Fig. 1: run 1, the clock network
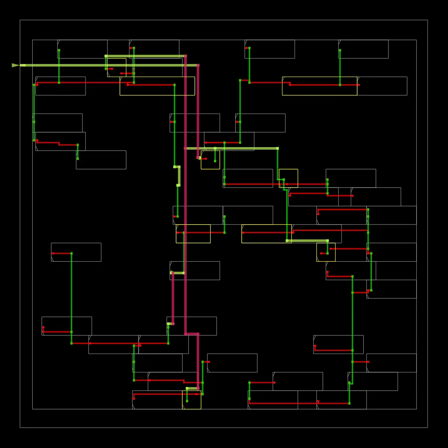
Fig. 2: run 1, pin map
Pins as bars across the die edge, other pins in grey.
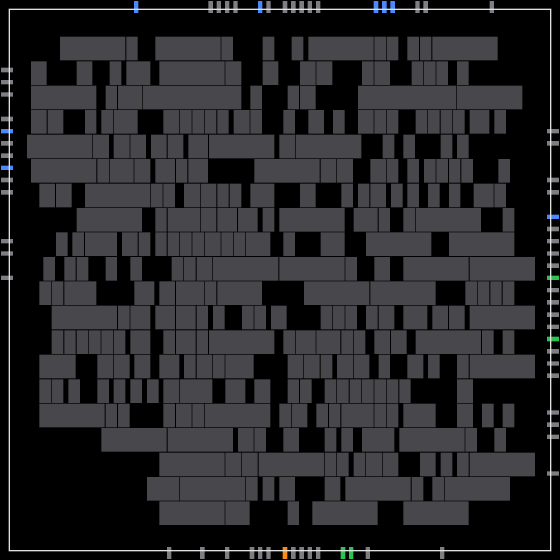
Fig. 3: run 1, metal layers overlaid
Only two layers are drawn.
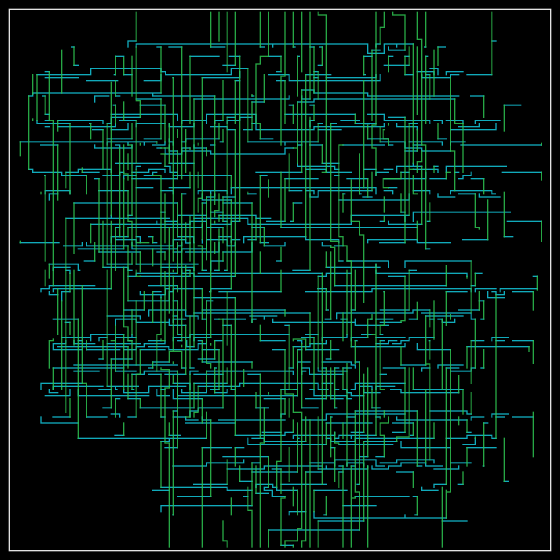
Fig. 4: run 1, sequential cells coloured by netlist name
Bar = 20 µm.
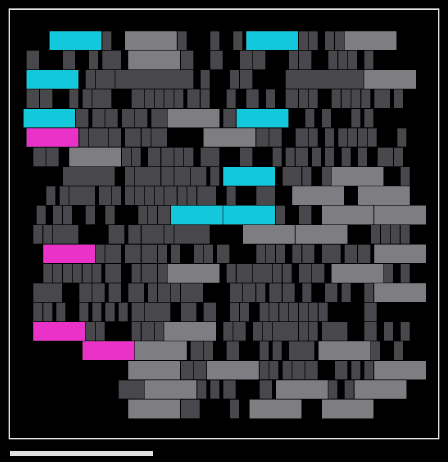
===== src/rtl/crem_ctrl_pkg.sv =====
// Shared command codes, operand addresses and sequencer states
// for the command-response control block.
package crem_ctrl_pkg;

    localparam logic [7:0] CMD_RF_WR   = 8'hAA;
    localparam logic [7:0] CMD_RF_RD   = 8'hBB;
    localparam logic [7:0] CMD_ALU_OP  = 8'hCC;
    localparam logic [7:0] CMD_ALU_NOP = 8'hDD;

    localparam int OPA_ADDR = 0;
    localparam int OPB_ADDR = 1;

    typedef enum logic [3:0] {
        ST_IDLE,
        ST_WR_ADDR,
        ST_WR_DATA,
        ST_RD_ADDR,
        ST_RD_WAIT,
        ST_OPA,
        ST_OPB,
        ST_ALU_FUN,
        ST_ALU_WAIT,
        ST_TX_LO,
        ST_TX_HI
    } state_e;

endpackage


===== src/rtl/crem_frame_timer.sv =====
// Inter-byte timeout counter: reloads on a byte, counts while a
// frame is open, flags expiry after TIMEOUT_CYC silent cycles.
module crem_frame_timer #(
    parameter int TIMEOUT_CYC = 1024
) (
    input  logic clk,
    input  logic rst,
    input  logic reload,
    input  logic active,
    output logic expire
);

    localparam int CW = $clog2(TIMEOUT_CYC + 1);

    logic [CW-1:0] cnt_q, cnt_d;

    always_comb begin
        cnt_d  = cnt_q;
        expire = 1'b0;
        if (reload || !active) begin
            cnt_d = '0;
        end else if (cnt_q == CW'(TIMEOUT_CYC - 1)) begin
            expire = 1'b1;
            cnt_d  = '0;
        end else begin
            cnt_d = cnt_q + CW'(1);
        end
    end

    always_ff @(posedge clk) begin
        if (!rst) cnt_q <= '0;
        else      cnt_q <= cnt_d;
    end

endmodule


===== src/rtl/crem_sys_ctrl.sv =====
// Command sequencer: RX frames -> register file / ALU -> TX bytes.
// Optional inter-byte timeout when FRAME_TIMEOUT_EN is defined.
module crem_sys_ctrl
    import crem_ctrl_pkg::*;
#(
    parameter int DATA_W      = 8,
    parameter int ADDR_W      = 4,
    parameter int ALU_FUN_W   = 4,
    parameter int TIMEOUT_CYC = 1024
) (
    input  logic                  clk,
    input  logic                  rst,
    input  logic [DATA_W-1:0]     rx_data,
    input  logic                  rx_valid,
    input  logic [DATA_W-1:0]     rf_rd_data,
    input  logic                  rf_rd_valid,
    input  logic [2*DATA_W-1:0]   alu_out,
    input  logic                  alu_valid,
    input  logic                  tx_busy,
    output logic [ADDR_W-1:0]     rf_addr,
    output logic                  rf_wr_en,
    output logic                  rf_rd_en,
    output logic [DATA_W-1:0]     rf_wr_data,
    output logic                  alu_en,
    output logic [ALU_FUN_W-1:0]  alu_fun,
    output logic                  clk_gate_en,
    output logic [DATA_W-1:0]     tx_data,
    output logic                  tx_valid,
    output logic                  cmd_err
);

    state_e                 state_q, state_d;
    logic [ADDR_W-1:0]      rf_addr_q, rf_addr_d;
    logic                   rf_wr_en_q, rf_wr_en_d;
    logic                   rf_rd_en_q, rf_rd_en_d;
    logic [DATA_W-1:0]      rf_wr_data_q, rf_wr_data_d;
    logic                   alu_en_q, alu_en_d;
    logic [ALU_FUN_W-1:0]   alu_fun_q, alu_fun_d;
    logic                   cg_en_q, cg_en_d;
    logic [DATA_W-1:0]      tx_data_q, tx_data_d;
    logic                   tx_valid_q, tx_valid_d;
    logic [DATA_W-1:0]      tx_hi_q, tx_hi_d;
    logic                   single_q, single_d;
    logic                   cmd_err_q, cmd_err_d;
    logic                   tx_fire;
    logic                   tmo_expire;

    assign tx_fire = tx_valid_q && !tx_busy;

`ifdef FRAME_TIMEOUT_EN
    logic frame_open;
    assign frame_open = state_q inside {ST_WR_ADDR, ST_WR_DATA, ST_RD_ADDR,
                                        ST_OPA, ST_OPB, ST_ALU_FUN};

    crem_frame_timer #(
        .TIMEOUT_CYC (TIMEOUT_CYC)
    ) u_timer (
        .clk    (clk),
        .rst    (rst),
        .reload (rx_valid),
        .active (frame_open),
        .expire (tmo_expire)
    );
`else
    logic [31:0] unused_timeout_cyc;
    assign unused_timeout_cyc = 32'(TIMEOUT_CYC);
    assign tmo_expire         = 1'b0;
`endif

    always_comb begin
        state_d      = state_q;
        rf_addr_d    = rf_addr_q;
        rf_wr_en_d   = 1'b0;
        rf_rd_en_d   = 1'b0;
        rf_wr_data_d = rf_wr_data_q;
        alu_en_d     = alu_en_q;
        alu_fun_d    = alu_fun_q;
        cg_en_d      = cg_en_q;
        tx_data_d    = tx_data_q;
        tx_valid_d   = tx_valid_q;
        tx_hi_d      = tx_hi_q;
        single_d     = single_q;
        cmd_err_d    = 1'b0;

        unique case (state_q)
            ST_IDLE: begin
                if (rx_valid) begin
                    case (rx_data)
                        DATA_W'(CMD_RF_WR):   state_d = ST_WR_ADDR;
                        DATA_W'(CMD_RF_RD):   state_d = ST_RD_ADDR;
                        DATA_W'(CMD_ALU_OP):  state_d = ST_OPA;
                        DATA_W'(CMD_ALU_NOP): state_d = ST_ALU_FUN;
                        default:              cmd_err_d = 1'b1;
                    endcase
                end
            end
            ST_WR_ADDR: begin
                if (rx_valid) begin
                    rf_addr_d = rx_data[ADDR_W-1:0];
                    state_d   = ST_WR_DATA;
                end
            end
            ST_WR_DATA: begin
                if (rx_valid) begin
                    rf_wr_data_d = rx_data;
                    rf_wr_en_d   = 1'b1;
                    state_d      = ST_IDLE;
                end
            end
            ST_RD_ADDR: begin
                if (rx_valid) begin
                    rf_addr_d  = rx_data[ADDR_W-1:0];
                    rf_rd_en_d = 1'b1;
                    state_d    = ST_RD_WAIT;
                end
            end
            ST_RD_WAIT: begin
                cmd_err_d = rx_valid;
                if (rf_rd_valid) begin
                    tx_data_d  = rf_rd_data;
                    tx_valid_d = 1'b1;
                    single_d   = 1'b1;
                    state_d    = ST_TX_LO;
                end
            end
            ST_OPA: begin
                if (rx_valid) begin
                    rf_addr_d    = ADDR_W'(OPA_ADDR);
                    rf_wr_data_d = rx_data;
                    rf_wr_en_d   = 1'b1;
                    state_d      = ST_OPB;
                end
            end
            ST_OPB: begin
                if (rx_valid) begin
                    rf_addr_d    = ADDR_W'(OPB_ADDR);
                    rf_wr_data_d = rx_data;
                    rf_wr_en_d   = 1'b1;
                    state_d      = ST_ALU_FUN;
                end
            end
            ST_ALU_FUN: begin
                if (rx_valid) begin
                    alu_fun_d = rx_data[ALU_FUN_W-1:0];
                    alu_en_d  = 1'b1;
                    cg_en_d   = 1'b1;
                    state_d   = ST_ALU_WAIT;
                end
            end
            ST_ALU_WAIT: begin
                cmd_err_d = rx_valid;
                if (alu_valid) begin
                    alu_en_d   = 1'b0;
                    cg_en_d    = 1'b0;
                    tx_data_d  = alu_out[DATA_W-1:0];
                    tx_hi_d    = alu_out[2*DATA_W-1:DATA_W];
                    tx_valid_d = 1'b1;
                    single_d   = 1'b0;
                    state_d    = ST_TX_LO;
                end
            end
            ST_TX_LO: begin
                cmd_err_d = rx_valid;
                if (tx_fire) begin
                    if (single_q) begin
                        tx_valid_d = 1'b0;
                        state_d    = ST_IDLE;
                    end else begin
                        tx_data_d = tx_hi_q;
                        state_d   = ST_TX_HI;
                    end
                end
            end
            ST_TX_HI: begin
                cmd_err_d = rx_valid;
                if (tx_fire) begin
                    tx_valid_d = 1'b0;
                    state_d    = ST_IDLE;
                end
            end
            default: state_d = ST_IDLE;
        endcase

        // A silent open frame is abandoned; earlier writes stand.
        if (tmo_expire) begin
            state_d   = ST_IDLE;
            cmd_err_d = 1'b1;
        end
    end

    always_ff @(posedge clk) begin
        if (!rst) begin
            state_q      <= ST_IDLE;
            rf_addr_q    <= '0;
            rf_wr_en_q   <= 1'b0;
            rf_rd_en_q   <= 1'b0;
            rf_wr_data_q <= '0;
            alu_en_q     <= 1'b0;
            alu_fun_q    <= '0;
            cg_en_q      <= 1'b0;
            tx_data_q    <= '0;
            tx_valid_q   <= 1'b0;
            tx_hi_q      <= '0;
            single_q     <= 1'b0;
            cmd_err_q    <= 1'b0;
        end else begin
            state_q      <= state_d;
            rf_addr_q    <= rf_addr_d;
            rf_wr_en_q   <= rf_wr_en_d;
            rf_rd_en_q   <= rf_rd_en_d;
            rf_wr_data_q <= rf_wr_data_d;
            alu_en_q     <= alu_en_d;
            alu_fun_q    <= alu_fun_d;
            cg_en_q      <= cg_en_d;
            tx_data_q    <= tx_data_d;
            tx_valid_q   <= tx_valid_d;
            tx_hi_q      <= tx_hi_d;
            single_q     <= single_d;
            cmd_err_q    <= cmd_err_d;
        end
    end

    assign rf_addr     = rf_addr_q;
    assign rf_wr_en    = rf_wr_en_q;
    assign rf_rd_en    = rf_rd_en_q;
    assign rf_wr_data  = rf_wr_data_q;
    assign alu_en      = alu_en_q;
    assign alu_fun     = alu_fun_q;
    assign clk_gate_en = cg_en_q;
    assign tx_data     = tx_data_q;
    assign tx_valid    = tx_valid_q;
    assign cmd_err     = cmd_err_q;

endmodule

===== config.mk =====
export PLATFORM = sky130hd
export DESIGN_NAME = crem_sys_ctrl
export DESIGN_NICKNAME = d
export VERILOG_FILES = /design/src/rtl/crem_ctrl_pkg.sv /design/src/rtl/crem_frame_timer.sv /design/src/rtl/crem_sys_ctrl.sv
export SDC_FILE = /design/constraint.sdc
export NUM_CORES = 1
export LEC_CHECK = 0
export ABC_AREA = 1
export CAP_MARGIN = 20
export CORE_MARGIN = 1.5
export CORE_UTILIZATION = 62
export CTS_CLUSTER_DIAMETER = 100
export DETAILED_ROUTE_END_ITERATION = 10
export DONT_BUFFER_PORTS = 1
export HOLD_SLACK_MARGIN = 0.12
export PLACE_DENSITY_LB_ADDON = 0.3
export REMOVE_ABC_BUFFERS = 1
export SLEW_MARGIN = 25
export SYNTH_ARGS = -nofsm -noshare
export SYNTH_HDL_FRONTEND = slang
export SYNTH_SLANG_ARGS = --single-unit

===== constraint.sdc =====
create_clock -name clk -period 3.4 [get_ports clk]
set_input_delay 0.34 -clock clk [delete_from_list [all_inputs] [get_ports clk]]
set_output_delay 0.34 -clock clk [all_outputs]
set_load 0.03 [all_outputs]

==> Slide: Implementation Results, run 1 <==
Synthesis and Place & Route Summary

Critical path
  – Setup CP Type: reg -> reg
  – Reg2reg setup slack: 1640 ps
  – Reg2reg start: state_q[0]$_SDFFE_PN0P_
  – CP startpoint: state_q[0]$_SDFFE_PN0P_
  – Worst R2R End: tx_data[0]$_SDFFE_PN0P_
  – Worst setup path end: tx_data[0]$_SDFFE_PN0P_
  – CP Launch Type: flip-flop
  – Worst-path fanout max: 13
  – Worst reg2reg path depth: 11
  – Worst setup EP type: flip-flop
  – CP required: approximately 3700 ps
  – CP arrival: 2030 ps

Finish
  – Filler instances: 279
  – Most instantiated logic cells after routing: nand2_1 (60), nor2_1 (59), dfxtp_1 (42)
  – Nets: 344
  – Post-layout util: 71.5%
  – Logic area: 991 µm²
  – Layout cell share with drive strength beyond 1: 10.4%
  – Commonest non-fill, non-tap cell in the layout: nand2_1
  – Antenna cells: 0
  – Synthesis-to-layout area growth: 9.05%
  – Post-layout instance area: 0.00220 mm²

Power
  – Reg power frac: 43.5%
  – Comb power frac: 35.2%
  – Maximum vdd ir drop: 0.000426 V
  – P_comb: 694 µW
  – Max power group: sequential cells
  – Sw Ratio: 45.1%
  – Clock power share: around a fifth
  – Power Density: a little under 900 mW/mm²
  – Tot Pwr: about 2 mW
  – P_int: 1.08 mW
  – Switching power: 889 µW
  – Leakage: roughly 0.99 nW

STA
  – Minimum clock period: 1760 ps
  – Final critical-path share of the clock period: 51.8%
  – Final Hold Violation Tally: 0
  – Achievable Freq: 568 MHz
  – Worst Tran Pin Value: 949 ps
  – Final setup viols: 0
  – Setup TNS Final: 0 ps
  – RSZ-0062 raised after global routing: no
  – Hold Slack: 130 ps
  – Relative slew slack: 36.5%
  – Slew Viols, Final: 0

GRT
  – Vias in the first global route: roughly 1700
  – Initial antenna violation count: 0
  – Global Route met2 Usage: 42.7%
  – Met1 Track Usage GR: a little over a third
  – Grt met3 use: 8.01%
  – First-pass GRT wire length: 7.32 mm
  – Largest net degree at the start of global routing: 31
  – GRT overflow: 0
  – Busiest grt layer: met2

Logic synthesis
  – Adders+Majority by Area: 0%
  – Ys flop type: dfxtp_1
  – Post-synthesis mux area share: 0%
  – Avg Cell Area, Syn: 6.73 µm²
  – Synth top cell by count: nand2_1
  – Top non-seq family: simple AND/OR/NAND/NOR gates
  – Top cells by area, synth: dfxtp_1 (42%), nand2_1 (11%), nor2_1 (11%), o21ai_0 (6.7%), inv_1 (5.6%)
  – Yosys xor share: 0%
  – Seq cells post-synth: 42
  – YS chip area: 0.00202 mm²
  – Post-synthesis cell count: 300
  – Ys cells: 300
  – Simple-Gate Area Share: 34.4%
  – EDFF count, synth: 0
  – Distinct lib cells used: 27
  – Post-synth top cells: nand2_1 (60), nor2_1 (59), dfxtp_1 (42), inv_1 (30), o21ai_0 (27)
  – Complex Gates by Area: 14.7%
  – Top cell area share: around two fifths
  – YS warnings: 0
  – Register area share after synthesis: 41.7%
  – Async SR Flop Fraction: 0%
  – Mapped cell area: slightly above 0.002 mm²
  – Synth area leader: dfxtp_1

Die
  – Row Count: 20
  – Core area: approximately 0.0031 mm²
  – Die area: 0.00361 mm²
  – Fp util: approximately two thirds
  – IO Count: 68

Detailed routing
  – Mean number of vias per cell: 5.36
  – Iter 0 DRT Violations: 116
  – Max layer used: met4
  – Wl on met1: 1.94 mm
  – DRC: 0
  – DR pass1 iterations: 5
  – DR WL met2: 2.12 mm
  – Met3 routed WL: 446 µm
  – DRT antenna net count: 0

Clocking
  – Clock Latency Late Sink: 370 ps
  – CTS tree: done
  – Clock-pin slew on the worst setup and hold paths: 130 ps
  – Setup Buffers After CTS: 0
  – Root Buffer: clkbuf_4
  – Num CTS Buffers: 5
  – H-tree levels: 2
  – Clock Tree Buf Depth: 2
  – Hold_buf cts: 6
  – Post_cts resized: 0
  – Clock Sinks: about 42

Placed design
  – GP Congestion: 0.914
  – Post-DP Area: 0.00203 mm²
  – Post-detail-place hpwl: 3.18 mm

Hold path
  – Hold Path Sink: rf_wr_data[2]$_SDFFE_PN0P_
  – WHS Path Cells: 2
  – Hold Crit Start: rx_data[2]
  – Worst hold path class: in -> reg

Status
  – Status: completed

Flow run
  – Tool warnings: 25
  – Max-cap viol count: 0
Notes on Fig. 1 above:
clock network power: 418 µW
Clock Skews: 12.0 ps

Notes on Fig. 2 above:
Orange is cmd_err, pins 1, direction output, edge south. Green is alu_fun, pins 4, direction output, edge 2 east, 2 south. Blue is rf_rd_data, pins 8, direction input, edge 5 north, 2 west, 1 east.
All pins by edge: 22 east, 18 north, 15 south, 13 west.
Die H: 60.1 µm
Die X: 60.1 µm
port bufs: 0

Notes on Fig. 3 above:
Green is met2, wire length 2120 µm. Cyan is met1, wire length 1940 µm.
total track usage: 27.5%
routed len/inst: 13.2 µm
wirelength, routed: 4.62 mm
vias post-DR: 1883

Notes on Fig. 4 above:
Cyan is tx_hi_q, placed flops 8. Magenta is state_q, placed flops 4.
sequential cell area share: 38.2%
sequential power: 856 µW
register area: 841 µm²

-- run 1: stage by stage --
stage	std cells	worst slack [ps]
finish	351	1640
global route	351	1430
CTS	351	1670
detailed placement	337	1720
global placement	337	1780
floorplan	293	1940
-- run 1: cell type report --
type	instances	area share, %
clock inverters	2	2.73
multi-input cells	213	45.0
clock buffers	6	2.33
inverters	38	6.48
well taps	44	2.50
repair buffers	6	2.73
flip-flops and latches	42	38.2
-- run 1: worst max-delay path: stages (launching register included) --
cell	delay, ps
dfxtp_1	510
inv_2	90
nor2_2	200
nand2_2	170
inv_2	80
nand2_2	70
nand3_1	80
nand2_2	80
inv_2	170
nand2_1	70
nand2_1	70
nor2_1	60
Fig. 5: run 1, gate families picked out
Bar = 20 µm.
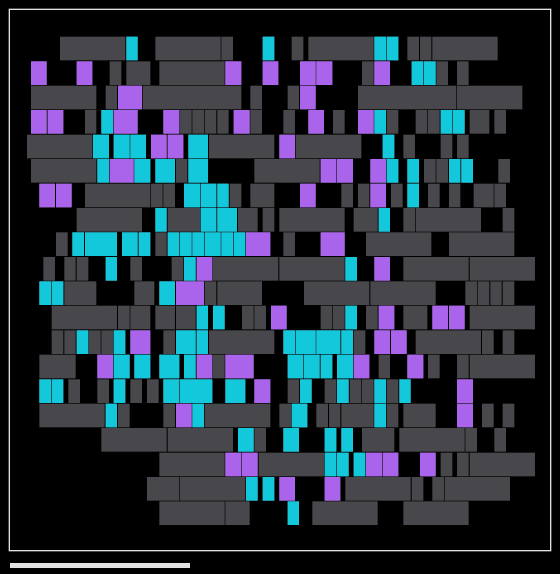

==> inputs of run 2 (changes only) <==
--- a/config.mk
+++ b/config.mk
@@ -8,7 +8,7 @@
 export ABC_AREA = 1
 export CAP_MARGIN = 20
 export CORE_MARGIN = 1.5
-export CORE_UTILIZATION = 62
+export CORE_UTILIZATION = 56
 export CTS_CLUSTER_DIAMETER = 100
 export DETAILED_ROUTE_END_ITERATION = 10
 export DONT_BUFFER_PORTS = 1
==> constraint.sdc (replaced) <==
create_clock -name clk -period 1.4 [get_ports clk]
set_input_delay 0.14 -clock clk [delete_from_list [all_inputs] [get_ports clk]]
set_output_delay 0.14 -clock clk [all_outputs]
set_load 0.03 [all_outputs]
Fig. 6: run 2, gate families picked out
Bar = 20 µm.
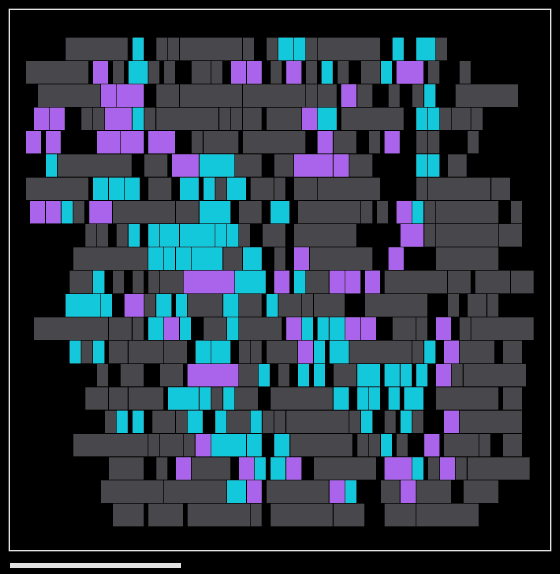
Cyan is NAND gates, cells 91. Purple is inverting AOI/OAI gates, cells 55, where widely spread.
fin cells: 382
commonest non-fill, non-tap cell in the layout: nand2_1
logic share of the area: 45.1%

==> run 2 against run 1 <==
  * The run now ends with negative hold slack, negative setup slack left
  * Non-clock buffer count increased by 27
  * Largest cell class unchanged
  * Critical path depth decreased by 4
  * Die size increased by 10%
  * Clock skew decreased by 1.4 ps
  * Highest routed layer unchanged
==> Slide: Implementation Results, run 2 <==
Synthesis and Place & Route Summary

Status
  – Status: complete, but fails checks (was completed)
  – Failing checks: negative hold slack, negative setup slack

Placed design
  – GP Congestion: 0.960 (was 0.914)
  – Pre-CTS setup slack: -132 ps (was 1720 ps)
  – Post-Place Cells: 363 (was 337)

Critical path
  – Worst setup EP type: flip-flop (unchanged)
  – Top cell family by delay on the critical path: simple AND/OR/NAND/NOR gates (unchanged)
  – CP Launch Type: flip-flop (unchanged)
  – Reg2reg setup slack: -50 ps (was 1640 ps)
  – Worst Path Buf+Inv: 0 (was 3)
  – Setup CP Type: reg -> reg (unchanged)
  – CP required: 1660 ps (was 3670 ps)

GRT
  – Met1 Track Usage GR: 30.8% (was 35.3%)
  – Vias in the first global route: 1835 (was 1690)
  – GRT overflow: 0 (unchanged)
  – Busiest grt layer: met2 (unchanged)
  – Grt met3 use: 7.39% (was 8.01%)

Die
  – Die H: 63.0 µm (was 60.1 µm)
  – Core area: 0.00339 mm² (was 0.00308 mm²)
  – Fp util: 59.5% (was 65.6%)
  – IO Count: 68 (unchanged)
  – Tap Count: 46 (was 44)

Finish
  – Post-layout instance area: 0.00258 mm² (was 0.00220 mm²)
  – Non-CTS buffers: 33 (was 6)
  – Register area: 856 µm² (was 841 µm²)
  – Filler instances: 243 (was 279)
  – Area-dominant class: logic gates (unchanged)
  – Layout cell share with drive strength beyond 1: 28.9% (was 10.4%)
  – Flops: 42 (unchanged)
  – Number of logic gates: 214 (was 213)
  – Data buffer area share: 10.6% (was 2.73%)
  – Sequential cell area share: 33.2% (was 38.2%)
  – Antenna cells: 0 (unchanged)
  – Logic area: 0.00116 mm² (was 991 µm²)
  – Inverters, non-clock: 39 (was 38)
  – Synthesis-to-layout area growth: 27.7% (was 9.05%)

STA
  – Final setup viols: 18 (was 0)
  – Setup TNS Final: -443 ps (was 0 ps)
  – Final critical-path share of the clock period: 104% (was 51.8%)
  – Worst Tran Pin Value: 406 ps (was 949 ps)
  – Final Hold Violation Tally: 32 (was 0)
  – Hold Slack: -113 ps (was 130 ps)
  – Worst setup margin: -54.4 ps (was 1640 ps)
  – Relative slew slack: 72.9% (was 36.5%)

Logic synthesis
  – Post-synth top cells: nand2_1 (60), nor2_1 (59), dfxtp_1 (42), inv_1 (30), o21ai_0 (27) (unchanged)
  – Synth top cell by count: nand2_1 (unchanged)
  – Simple-Gate Area Share: 34.4% (unchanged)
  – Post-synthesis mux area share: 0% (unchanged)
  – Mapped cell area: 0.00202 mm² (unchanged)
  – Yosys xor share: 0% (unchanged)
  – Synth area leader: dfxtp_1 (unchanged)
  – Adders+Majority by Area: 0% (unchanged)
  – Top cell area share: 41.7% (unchanged)
  – YS chip area: 0.00202 mm² (unchanged)

Power
  – Power Density: 2090 mW/mm² (was 895 mW/mm²)

Detailed routing
  – Routed len/inst: 14.4 µm (was 13.2 µm)
  – Wl on met1: 2.23 mm (was 1.94 mm)
  – Max layer used: met4 (unchanged)

Clocking
  – H-tree levels: 2 (unchanged)
  – Clock Latency Late Sink: 360 ps (was 370 ps)
  – Num CTS Buffers: 5 (unchanged)
  – CTS tree: done (unchanged)
  – Clock-pin slew on the worst setup and hold paths: 120 ps (was 130 ps)

Hold path
  – Worst hold path class: in -> reg (unchanged)
Fig. 7: run 2, metal layers overlaid
Only two layers are drawn.
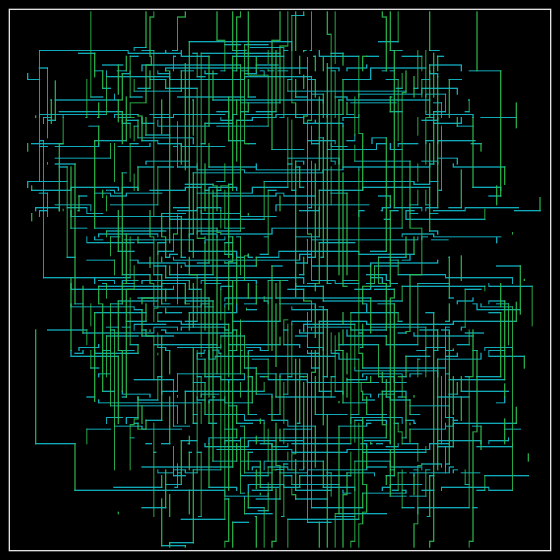
Cyan is met1, wire length 2230 µm. Green is met2, wire length 2610 µm.
wirelength, routed: 5.49 mm
total track usage: 26.0%

run 2: where the power goes:
part	switching (mW)	internal [mW]
combinational	1.58	1.07
clock	0.391	0.244
sequential	0.603	1.51
total	2.57	2.82
run 2: final timing paths:
kind / startpoint / endpoint / cells past startpoint
worst max-delay path: state_q[2]$_SDFFE_PN0P_ / state_q[3]$_SDFFE_PN0P_ / 7
worst min-delay path: rst / tx_data[3]$_SDFFE_PN0P_ / 2
worst min register to register: tx_hi_q[4]$_SDFFE_PN0P_ / tx_hi_q[4]$_SDFFE_PN0P_ / 2
worst max register to register: state_q[2]$_SDFFE_PN0P_ / state_q[3]$_SDFFE_PN0P_ / 7
run 2: repair_timing:
action,4_1_cts,5_1_grt
gates cloned,0,2
setup endpoints to repair,35,34
buffers inserted,0,3
pin swaps,2,16
gates resized,13,66
hold endpoints to repair,42,32
Power and IR drop assume default switching activity.
